==> run_1/final_placement.png <==
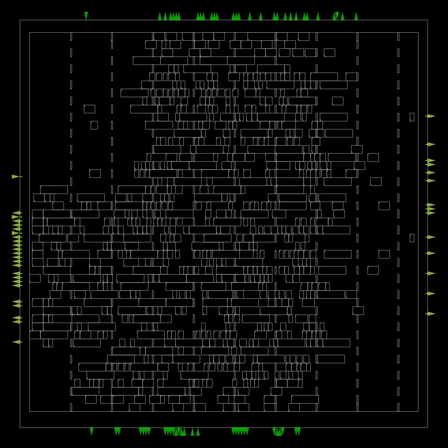
==> run_1/met3.png <==
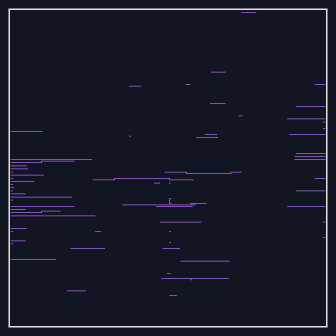
==> run_1/wire_density.png <==
The die is cut into 27 by 27 equal tiles; black is low, pale yellow is high, scaled to the fullest tile. Values are wire area over tile area, all layers added.
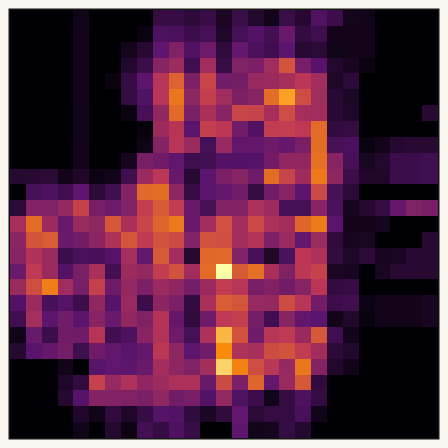
==> src/rtl/prog_loader.sv <==
// ---------------------------------------------------------------------------
// prog_loader
//
// Boot-time program loader for instruction memory. A byte stream arrives over
// a valid/ready handshake. The first two bytes are a 16-bit little-endian word
// count. Each following group of four bytes is packed LSB-first into one
// 32-bit instruction word and written at BASE_ADDR, BASE_ADDR+4, and so on.
// The CPU is held in reset until the whole image has been loaded.
//
// Optional feature macro: PROG_LOADER_CHKSUM_EN
//   When defined, an 8-bit running sum of all data bytes is kept. One extra
//   byte after the last word must equal that sum, otherwise the load ends in
//   the error state. When undefined, the last write goes straight to DONE.
//
// Parameters
//   BASE_ADDR      byte address of the first written word
//   MAX_WORDS      largest accepted word count (larger header -> error)
//
// Ports
//   clk            clock, rising edge
//   rst            asynchronous active-high reset
//   start          one-cycle pulse, starts a load from IDLE, DONE or ERR
//   byte_valid     byte_data holds a valid stream byte
//   byte_data      stream byte
//   byte_ready     loader accepts a byte this cycle (registered)
//   wr_en          one-cycle instruction-memory write strobe
//   wr_addr        word-aligned byte address of the write
//   wr_data        assembled instruction word
//   cpu_hold       CPU reset request, low only after a successful load
//   load_done      image loaded successfully
//   load_err       load aborted
//   words_written  words written during the current load
// ---------------------------------------------------------------------------
module prog_loader #(
    parameter logic [31:0] BASE_ADDR = 32'h0000_0000,
    parameter int          MAX_WORDS = 1024
) (
    input  logic        clk,
    input  logic        rst,
    input  logic        start,
    input  logic        byte_valid,
    input  logic [7:0]  byte_data,
    output logic        byte_ready,
    output logic        wr_en,
    output logic [31:0] wr_addr,
    output logic [31:0] wr_data,
    output logic        cpu_hold,
    output logic        load_done,
    output logic        load_err,
    output logic [15:0] words_written
);

    typedef enum logic [2:0] {
        S_IDLE,
        S_LEN0,
        S_LEN1,
        S_DATA,
        S_WRITE,
`ifdef PROG_LOADER_CHKSUM_EN
        S_CHK,
`endif
        S_DONE,
        S_ERR
    } state_t;

    // State entered once the last word has been written (or for an empty
    // image): the checksum byte when the feature is built in, else DONE.
`ifdef PROG_LOADER_CHKSUM_EN
    localparam state_t S_FINISH = S_CHK;
`else
    localparam state_t S_FINISH = S_DONE;
`endif

    // Header counts are compared 17 bits wide so MAX_WORDS up to 65535 fits.
    localparam logic [16:0] MAX_W = 17'(MAX_WORDS);

    state_t      state_q, state_d;
    logic        ready_q, ready_d;
    logic [31:0] addr_q,  addr_d;
    logic [31:0] word_q,  word_d;
    logic [15:0] cnt_q,   cnt_d;
    logic [15:0] len_q,   len_d;
    logic [1:0]  idx_q,   idx_d;
`ifdef PROG_LOADER_CHKSUM_EN
    logic [7:0]  sum_q,   sum_d;
`endif

    logic        take;
    logic [15:0] lenFull;

    assign take    = byte_valid && ready_q;
    assign lenFull = {byte_data, len_q[7:0]};

    // Outputs are plain decodes of registered state so they come straight
    // out of flops and match the reset values without extra logic.
    assign byte_ready    = ready_q;
    assign wr_en         = (state_q == S_WRITE);
    assign wr_addr       = addr_q;
    assign wr_data       = word_q;
    assign cpu_hold      = (state_q != S_DONE);
    assign load_done     = (state_q == S_DONE);
    assign load_err      = (state_q == S_ERR);
    assign words_written = cnt_q;

    // State and datapath registers. Reset throws away any partial word.
    always_ff @(posedge clk or posedge rst) begin
        if (rst) begin
            state_q <= S_IDLE;
            ready_q <= 1'b0;
            addr_q  <= BASE_ADDR;
            word_q  <= 32'h0;
            cnt_q   <= 16'h0;
            len_q   <= 16'h0;
            idx_q   <= 2'd0;
`ifdef PROG_LOADER_CHKSUM_EN
            sum_q   <= 8'h0;
`endif
        end else begin
            state_q <= state_d;
            ready_q <= ready_d;
            addr_q  <= addr_d;
            word_q  <= word_d;
            cnt_q   <= cnt_d;
            len_q   <= len_d;
            idx_q   <= idx_d;
`ifdef PROG_LOADER_CHKSUM_EN
            sum_q   <= sum_d;
`endif
        end
    end

    // Next-state and datapath updates. byte_ready is derived from the next
    // state so that it is already registered in the first cycle of a state.
    always_comb begin
        state_d = state_q;
        addr_d  = addr_q;
        word_d  = word_q;
        cnt_d   = cnt_q;
        len_d   = len_q;
        idx_d   = idx_q;
`ifdef PROG_LOADER_CHKSUM_EN
        sum_d   = sum_q;
`endif

        case (state_q)
            S_IDLE, S_DONE, S_ERR: begin
                // IDLE keeps the counters cleared; DONE/ERR clear on restart.
                if (state_q == S_IDLE || start) begin
                    addr_d = BASE_ADDR;
                    cnt_d  = 16'h0;
                    idx_d  = 2'd0;
`ifdef PROG_LOADER_CHKSUM_EN
                    sum_d  = 8'h0;
`endif
                end
                if (start) begin
                    state_d = S_LEN0;
                end
            end

            S_LEN0: begin
                if (take) begin
                    len_d[7:0] = byte_data;
                    state_d    = S_LEN1;
                end
            end

            S_LEN1: begin
                if (take) begin
                    len_d[15:8] = byte_data;
                    if ({1'b0, lenFull} > MAX_W) begin
                        state_d = S_ERR;
                    end else if (lenFull == 16'h0) begin
                        state_d = S_FINISH;
                    end else begin
                        state_d = S_DATA;
                    end
                end
            end

            S_DATA: begin
                if (take) begin
                    case (idx_q)
                        2'd0:    word_d[7:0]   = byte_data;
                        2'd1:    word_d[15:8]  = byte_data;
                        2'd2:    word_d[23:16] = byte_data;
                        default: word_d[31:24] = byte_data;
                    endcase
                    idx_d = idx_q + 2'd1;
`ifdef PROG_LOADER_CHKSUM_EN
                    sum_d = sum_q + byte_data;
`endif
                    if (idx_q == 2'd3) begin
                        state_d = S_WRITE;
                    end
                end
            end

            S_WRITE: begin
                // The strobe is visible this cycle with the current address;
                // count and address advance together at the following edge.
                cnt_d  = cnt_q + 16'd1;
                addr_d = addr_q + 32'd4;
                if ((cnt_q + 16'd1) == len_q) begin
                    state_d = S_FINISH;
                end else begin
                    state_d = S_DATA;
                end
            end

`ifdef PROG_LOADER_CHKSUM_EN
            S_CHK: begin
                if (take) begin
                    state_d = (byte_data == sum_q) ? S_DONE : S_ERR;
                end
            end
`endif

            default: begin
                state_d = S_IDLE;
            end
        endcase

        ready_d = (state_d == S_LEN0) || (state_d == S_LEN1) ||
`ifdef PROG_LOADER_CHKSUM_EN
                  (state_d == S_CHK) ||
`endif
                  (state_d == S_DATA);
    end

endmodule

==> config.mk <==
export PLATFORM = sky130hd
export DESIGN_NAME = prog_loader
export DESIGN_NICKNAME = d
export VERILOG_FILES = /design/src/rtl/prog_loader.sv
export SDC_FILE = /design/constraint.sdc
export NUM_CORES = 1
export LEC_CHECK = 0
export ABC_AREA = 1
export CAP_MARGIN = 10
export CORE_MARGIN = 3
export CORE_UTILIZATION = 30
export DETAILED_ROUTE_END_ITERATION = 8
export SLEW_MARGIN = 20
export SYNTH_ARGS = -nofsm -noshare
export SYNTH_HDL_FRONTEND = slang
export SYNTH_SLANG_ARGS = --single-unit
==> constraint.sdc <==
create_clock -name clk -period 8.7 [get_ports clk]
set_input_delay 1.74 -clock clk [delete_from_list [all_inputs] [get_ports clk]]
set_output_delay 1.74 -clock clk [all_outputs]
set_load 0.01 [all_outputs]
==> Slide: Implementation Results, run 1 <==
Key Metrics from the Run

Logic synthesis
  – Distinct cells, synth: 36
  – Dominant comb cell: simple AND/OR/NAND/NOR gates
  – Top-area cell share: 0.482
  – Yosys chip area: 0.00519 mm²
  – Async SR Flop Fraction: 1.00
  – Adder Share, Synth: 0.0145
  – Yosys top cell by instances: nand2_1
  – Synth cell count leaders: nand2_1 (171), dfrtp_1 (100), o21ai_0 (79)
  – Yosys simple share: 0.288
  – Sequential area share after synthesis: 0.482

Global route
  – Vias in the first global route: 4,125
  – Tot GR Track Use: 0.151
  – Largest net degree at the start of global routing: 59
  – First-pass GRT wire length: 22,300 µm

Power and ir drop
  – Pleak: 2.89 nW
  – Sw power: 0.000545 W
  – Sw Ratio: 0.359
  – Pwr Density: 228 mW/mm²

Die
  – Die Ht: 137 µm

Routing
  – Vias: 4,508
  – Via density: 4.67
  – Initial DRT Pass Iterations: 4
  – Antenna viol nets, final: 0
  – DRT iter0 DRCs: 429

STA
  – Max-Slew Margin vs Limit: 0.465
  – Final Hold Viols: 0
  – Final setup vio count: 0
  – Period minus WS final: 3950 ps
  – Unrepaired setup endpoints after global routing: no
  – TNS Setup: 0 ps

Clocking
  – Worst-Skew Late Latency: 350 ps
  – TritonCTS clock tree: built
  – CTS Buffer Depth: 2
  – CTS Hold Bufs: 0

Worst setup path
  – CP startpoint kind: register
  – Worst path max stage delay: 610 ps

Status
  – Status: finished, final reports clean

Job
  – Max_cap viols: 0
  – OpenROAD warnings: 29

Finish
  – Number of nets in the layout: 759
  – Area delta synth->final: 28.3%

Place
  – GPL Wtd Cong: 0.841
  – DP Wirelength: 10,200 µm
About final_placement.png:
flop share of the area: 0.376
fin util: 0.397
row count: 47
final instance count without filler cells: 966
number of fillers in the final layout: 1,712

About met3.png:
main direction: horizontal
wire length on this layer: 688 µm

About wire_density.png:
tiles over half the peak: 11%
emptiest ninth of the die: upper left
fullest tile: 0.52
densest ninth of the die: center
nearly empty tiles: 25%

==> run 1: flip-flops by register name, summed over array words and instances, names as in the netlist <==
name / cells
len_q: 16
wr_data: 32
words_written: 16
state_q: 3
wr_addr: 30
byte_ready: 1
idx_q: 2
==> run 1: worst reg2reg max path, delay by kind of cell, from the launching register on <==
kind / cells / cell delay, ps
and+or+nand+nor: 10 / 1280
buffers and inverters: 1 / 410
AOI/OAI and AO/OA: 1 / 90
DFF: 1 / 430
==> run 1: routing by layer <==
layer | vias to the layer above | routed length, µm | track usage
li1 | 2314 | - | -
met1 | 2094 | 6500 | 0.209
met2 | 88 | 6610 | 0.238
met3 | 12 | 688 | 0.0321
met4 | 0 | 176 | 0.0443
met5 | - | 0 | 0
==> run 1: logic make-up after synthesis <==
logic type | count (synthesis)
buffers and inverters | 97
other | 1
XOR/XNOR | 12
adder cells (fa/ha/maj) | 6
AND-OR/OR-AND | 105
multiplexers | 4
AND/OR/NAND/NOR | 323
flip-flops | 100
==> run 1: path summary, 6_finish.rpt <==
check / cells past startpoint / slack (ps) / startpoint / end
worst max-delay path: 4 / 4750 / state_q[0] / wr_en
worst min-delay path: 1 / 480 / wr_addr[31] / wr_addr[31]
worst max register to register: 12 / 6390 / state_q[0] / wr_addr[28]
worst min register to register: 1 / 480 / wr_addr[31] / wr_addr[31]
max in group asynchronous: 3 / 5780 / rst / wr_addr[28]
min in group asynchronous: 2 / 1790 / rst / wr_data[4]
==> run 1: cell type report <==
class / count / area (µm²)
sequential: 100 / 2500
clock buffer: 10 / 239
multi-input combinational: 452 / 2310
clock inverter: 6 / 63.8
fill: 1712 / 10100
timing repair buffer: 95 / 948
inverter: 83 / 315
tap: 220 / 275
==> run 1: power by group through the flow <==
| stage | clock (W) | combinational, W | sequential, W |
|---|---|---|---|
| after CTS | 0.000420 | 0.000483 | 0.000633 |
| after global routing | 0.000437 | 0.000539 | 0.000647 |
| after global placement | 0 | 0.000473 | 0.000640 |
| final | 0.000413 | 0.000475 | 0.000632 |
| after floorplan | 0 | 0.000275 | 0.000647 |
| after detailed placement | 0 | 0.000481 | 0.000638 |
==> run 1: layout by cell type, fill, tap and decap left out, drive strengths merged <==
cell,instances
a22oi,1
conb,2
xnor3,3
dfrtp,100
clkinvlp,1
xnor2,1
mux2i,4
a31oi,1
clkinv,2
a21oi,9
inv,86
nand2,178
nor3b,1
nor3,12
nand4,16
xor2,8
or2,1
a21o,1
a22o,2
o22ai,6
buf,1
nor2,48
o21ai,84
o311ai,1
clkbuf,10
nor4,5
ha,6
nand3,62
clkdlybuf4s50,94
==> run 1: metrics by stage <==
step                      total power (W)  worst slack (ps)
after global routing              0.00162              4650
after global placement            0.00111              5020
after floorplan                  0.000923              4340
after detailed placement          0.00112              4930
after CTS                         0.00154              4730
final                             0.00152              4750
## Run 2: what changed since run 1
clock period = 3.74 ns   (was 8.7 ns; I/O delays follow)
==> run 2 against run 1 <==
  * Combinational power grew 140%
  * Global-route usage grew 0.43 points
  * Final area grew 0.70%
  * Critical path depth is the same
  * Non-clock buffer count grew 3
  * Hold slack gained 6.5 ps
  * Clock power grew 140%
  * Setup slack lost 3600 ps
==> Slide: Implementation Results, run 2 <==
Key Metrics from the Run

Min path
  – Tightest Hold Check Type: reg2reg
  – Worst Hold Launch: wr_addr[31]
  – Worst Hold End: wr_addr[31]
  – Hold Path Cell Cnt: 1

Finish
  – Top cells excl fill/tap: nand2_1 (171), dfrtp_1 (100), clkdlybuf4s50_1 (94)
  – Max reg flops: 32
  – Number of nets in the layout: 762
  – Area delta synth->final: 29.2%
  – Commonest Layout Cell: nand2_1

Job
  – Max_cap viols: 0
  – OpenROAD warnings: 29

Logic synthesis
  – Async SR Flop Fraction: 1.00
  – Sequential area share after synthesis: 0.482
  – Distinct cells, synth: 36
  – Yosys chip area: 0.00519 mm²
  – Yosys top cell by instances: nand2_1
  – Yosys Warn Count: 0
  – Synth cell count leaders: nand2_1 (171), dfrtp_1 (100), o21ai_0 (79)
  – Top-area cell share: 0.482

Global route
  – GR Layer Usage met1: 0.224
  – Busiest grt layer: met2
  – Tot GR Track Use: 0.155
  – Largest net degree at the start of global routing: 47
  – Vias in the first global route: 4,321
  – Initial antenna violation count: 0
  – Met3 global-route usage: 0.0252
  – First-pass GRT wire length: 23,000 µm
  – Met2 Usage GRT: 0.240

STA
  – Unrepaired setup endpoints after global routing: no
  – TNS Setup: 0 ps
  – Max-Slew Margin vs Limit: 0.477
  – Period minus WS final: 2630 ps
  – Worst Skew: 9.11 ps
  – Final Hold Viols: 0
  – Final setup vio count: 0

Power and ir drop
  – Pwr Total: 0.00359 W
  – Pleak: 2.92 nW
  – Pwr Density: 536 mW/mm²

Worst setup path
  – R2R setup slack: 1370 ps
  – Worst path max stage delay: 540 ps
  – CP startpoint kind: register
  – Capturing point of the worst reg2reg path: wr_addr[28]
  – Register-to-Register Path Depth: 13
  – Crit path required time: 2990 ps
  – Reg-to-reg startpoint: state_q[0]
  – Crit path from: state_q[0]

Clocking
  – TritonCTS clock tree: built
  – CTS Hold Bufs: 0
  – Worst-Skew Late Latency: 350 ps
  – CTS Buffer Depth: 2

Routing
  – Via density: 4.72
  – Initial DRT Pass Iterations: 5
  – Vias: 4,577
  – Antenna viol nets, final: 0
  – DRT iter0 DRCs: 349

Place
  – GPL Wtd Cong: 0.829
  – DP Wirelength: 10,300 µm

Status
  – Status: finished, final reports clean

Die
  – Die Ht: 137 µm
  – Row count: 47
-- run 2: cell types whose count changed in the layout (fill, tap and decap cells not counted), sizes merged --
| cell | before | now |
|---|---|---|
| clkinvlp | 1 | 0 |
| inv | 86 | 85 |
| clkinv | 2 | 5 |
| clkbuf | 10 | 9 |
| buf | 1 | 4 |
-- run 2: layer usage --
layer / wire, µm / up-vias
li1: - / 2302
met1: 6960 / 2156
met2: 6440 / 102
met3: 578 / 17
met4: 236 / 0
met5: 0 / -
-- run 2: worst max-delay path: cells and delay by family (launching register included) --
family,cells,cell delay (ps)
flip-flops,1,450
AND/OR/NAND/NOR,2,410
buffers and inverters,2,670
-- run 2: worst max-delay path by stage --
| stage | endpoint | slack [ps] | depth (start not counted) |
|---|---|---|---|
| floorplan | byte_ready | 370 | 1 |
| global route | wr_en | 1020 | 4 |
| global placement | byte_ready | 1220 | 11 |
| detailed placement | byte_ready | 1150 | 11 |
| CTS | wr_en | 1090 | 4 |
| finish | wr_en | 1110 | 4 |
-- run 2: kinds of logic (layout without fill, tap and decap cells) --
logic type | after synthesis | in the layout | share of synthesized area
buffers and inverters | 97 | 197 | 0.0726
adders and majority gates | 6 | 6 | 0.0145
xor gates and xnor gates | 12 | 12 | 0.0282
other | 1 | 2 | 0.000723
muxes | 4 | 4 | 0.00772
AOI/OAI and AO/OA | 105 | 105 | 0.106
DFF | 100 | 100 | 0.482
and+or+nand+nor | 323 | 323 | 0.288
-- run 2: power breakdown --
part / leakage (nW) / switching, W / total [W] / internal [W]
Combinational: 1.42 / 0.000638 / 0.00112 / 0.000484
Sequential: 1.35 / 0.000192 / 0.00149 / 0.00130
Clock: 0.152 / 0.000491 / 0.000974 / 0.000483
Total: 2.92 / 0.00132 / 0.00359 / 0.00227
-- run 2: area by class of cell --
type / count / area [µm²] / area share
Tap cell: 220 / 275 / 0.0411
Inverter: 83 / 315 / 0.0470
Clock buffer: 9 / 225 / 0.0336
Timing Repair Buffer: 98 / 983 / 0.147
Sequential cell: 100 / 2500 / 0.373
Clock inverter: 7 / 88.8 / 0.0133
Multi-Input combinational cell: 452 / 2310 / 0.345
-- run 2: stage by stage --
step / hold slack [ps] / worst slack, ps / util / cell area (µm²) / cells
2_1_floorplan: 455 / 373 / - / 5190 / 649
3_3_place_gp: 469 / 1220 / 0.381 / 6390 / 953
3_5_place_dp: 474 / 1150 / 0.381 / 6390 / 953
4_1_cts: 494 / 1090 / 0.400 / 6700 / 969
5_1_grt: 505 / 1020 / 0.400 / 6700 / 969
6_report: 487 / 1110 / 0.400 / 6700 / 969
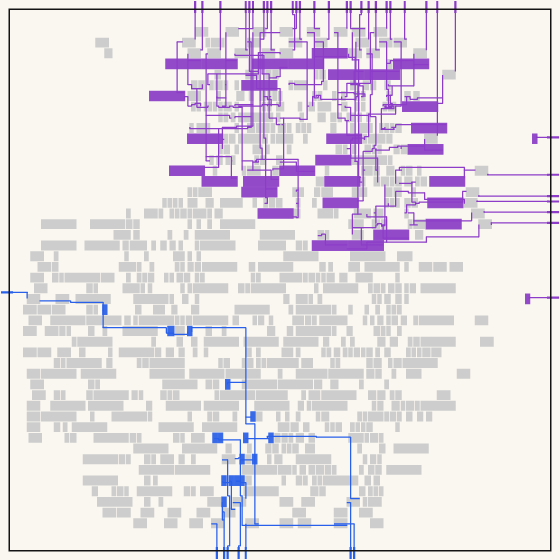
(run_2/port_nets.png)
| color | port | bits | direction | end cells | buffers | wire |
|---|---|---|---|---|---|---|
| purple | wr_addr | 32 | output | 32 | 30 | 1,600 µm |
| blue | byte_data | 8 | input | 16 | 8 | 343 µm |

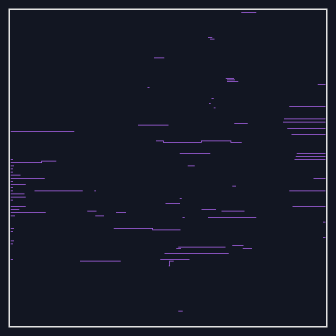
(run_2/met3.png)
main direction: horizontal
longest straight run: 27.6 µm
wire length on this layer: 578 µm

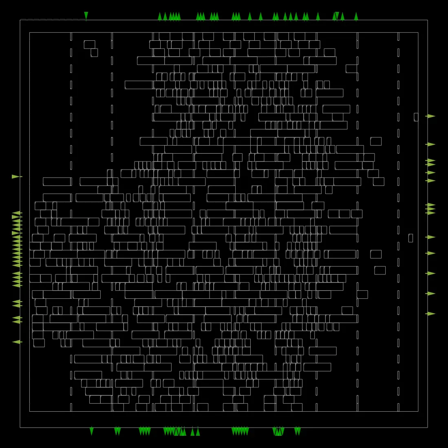
(run_2/final_placement.png)
sequential cell count: 100
number of fillers in the final layout: 1,697

Power is estimated from default activity; no workload was simulated.
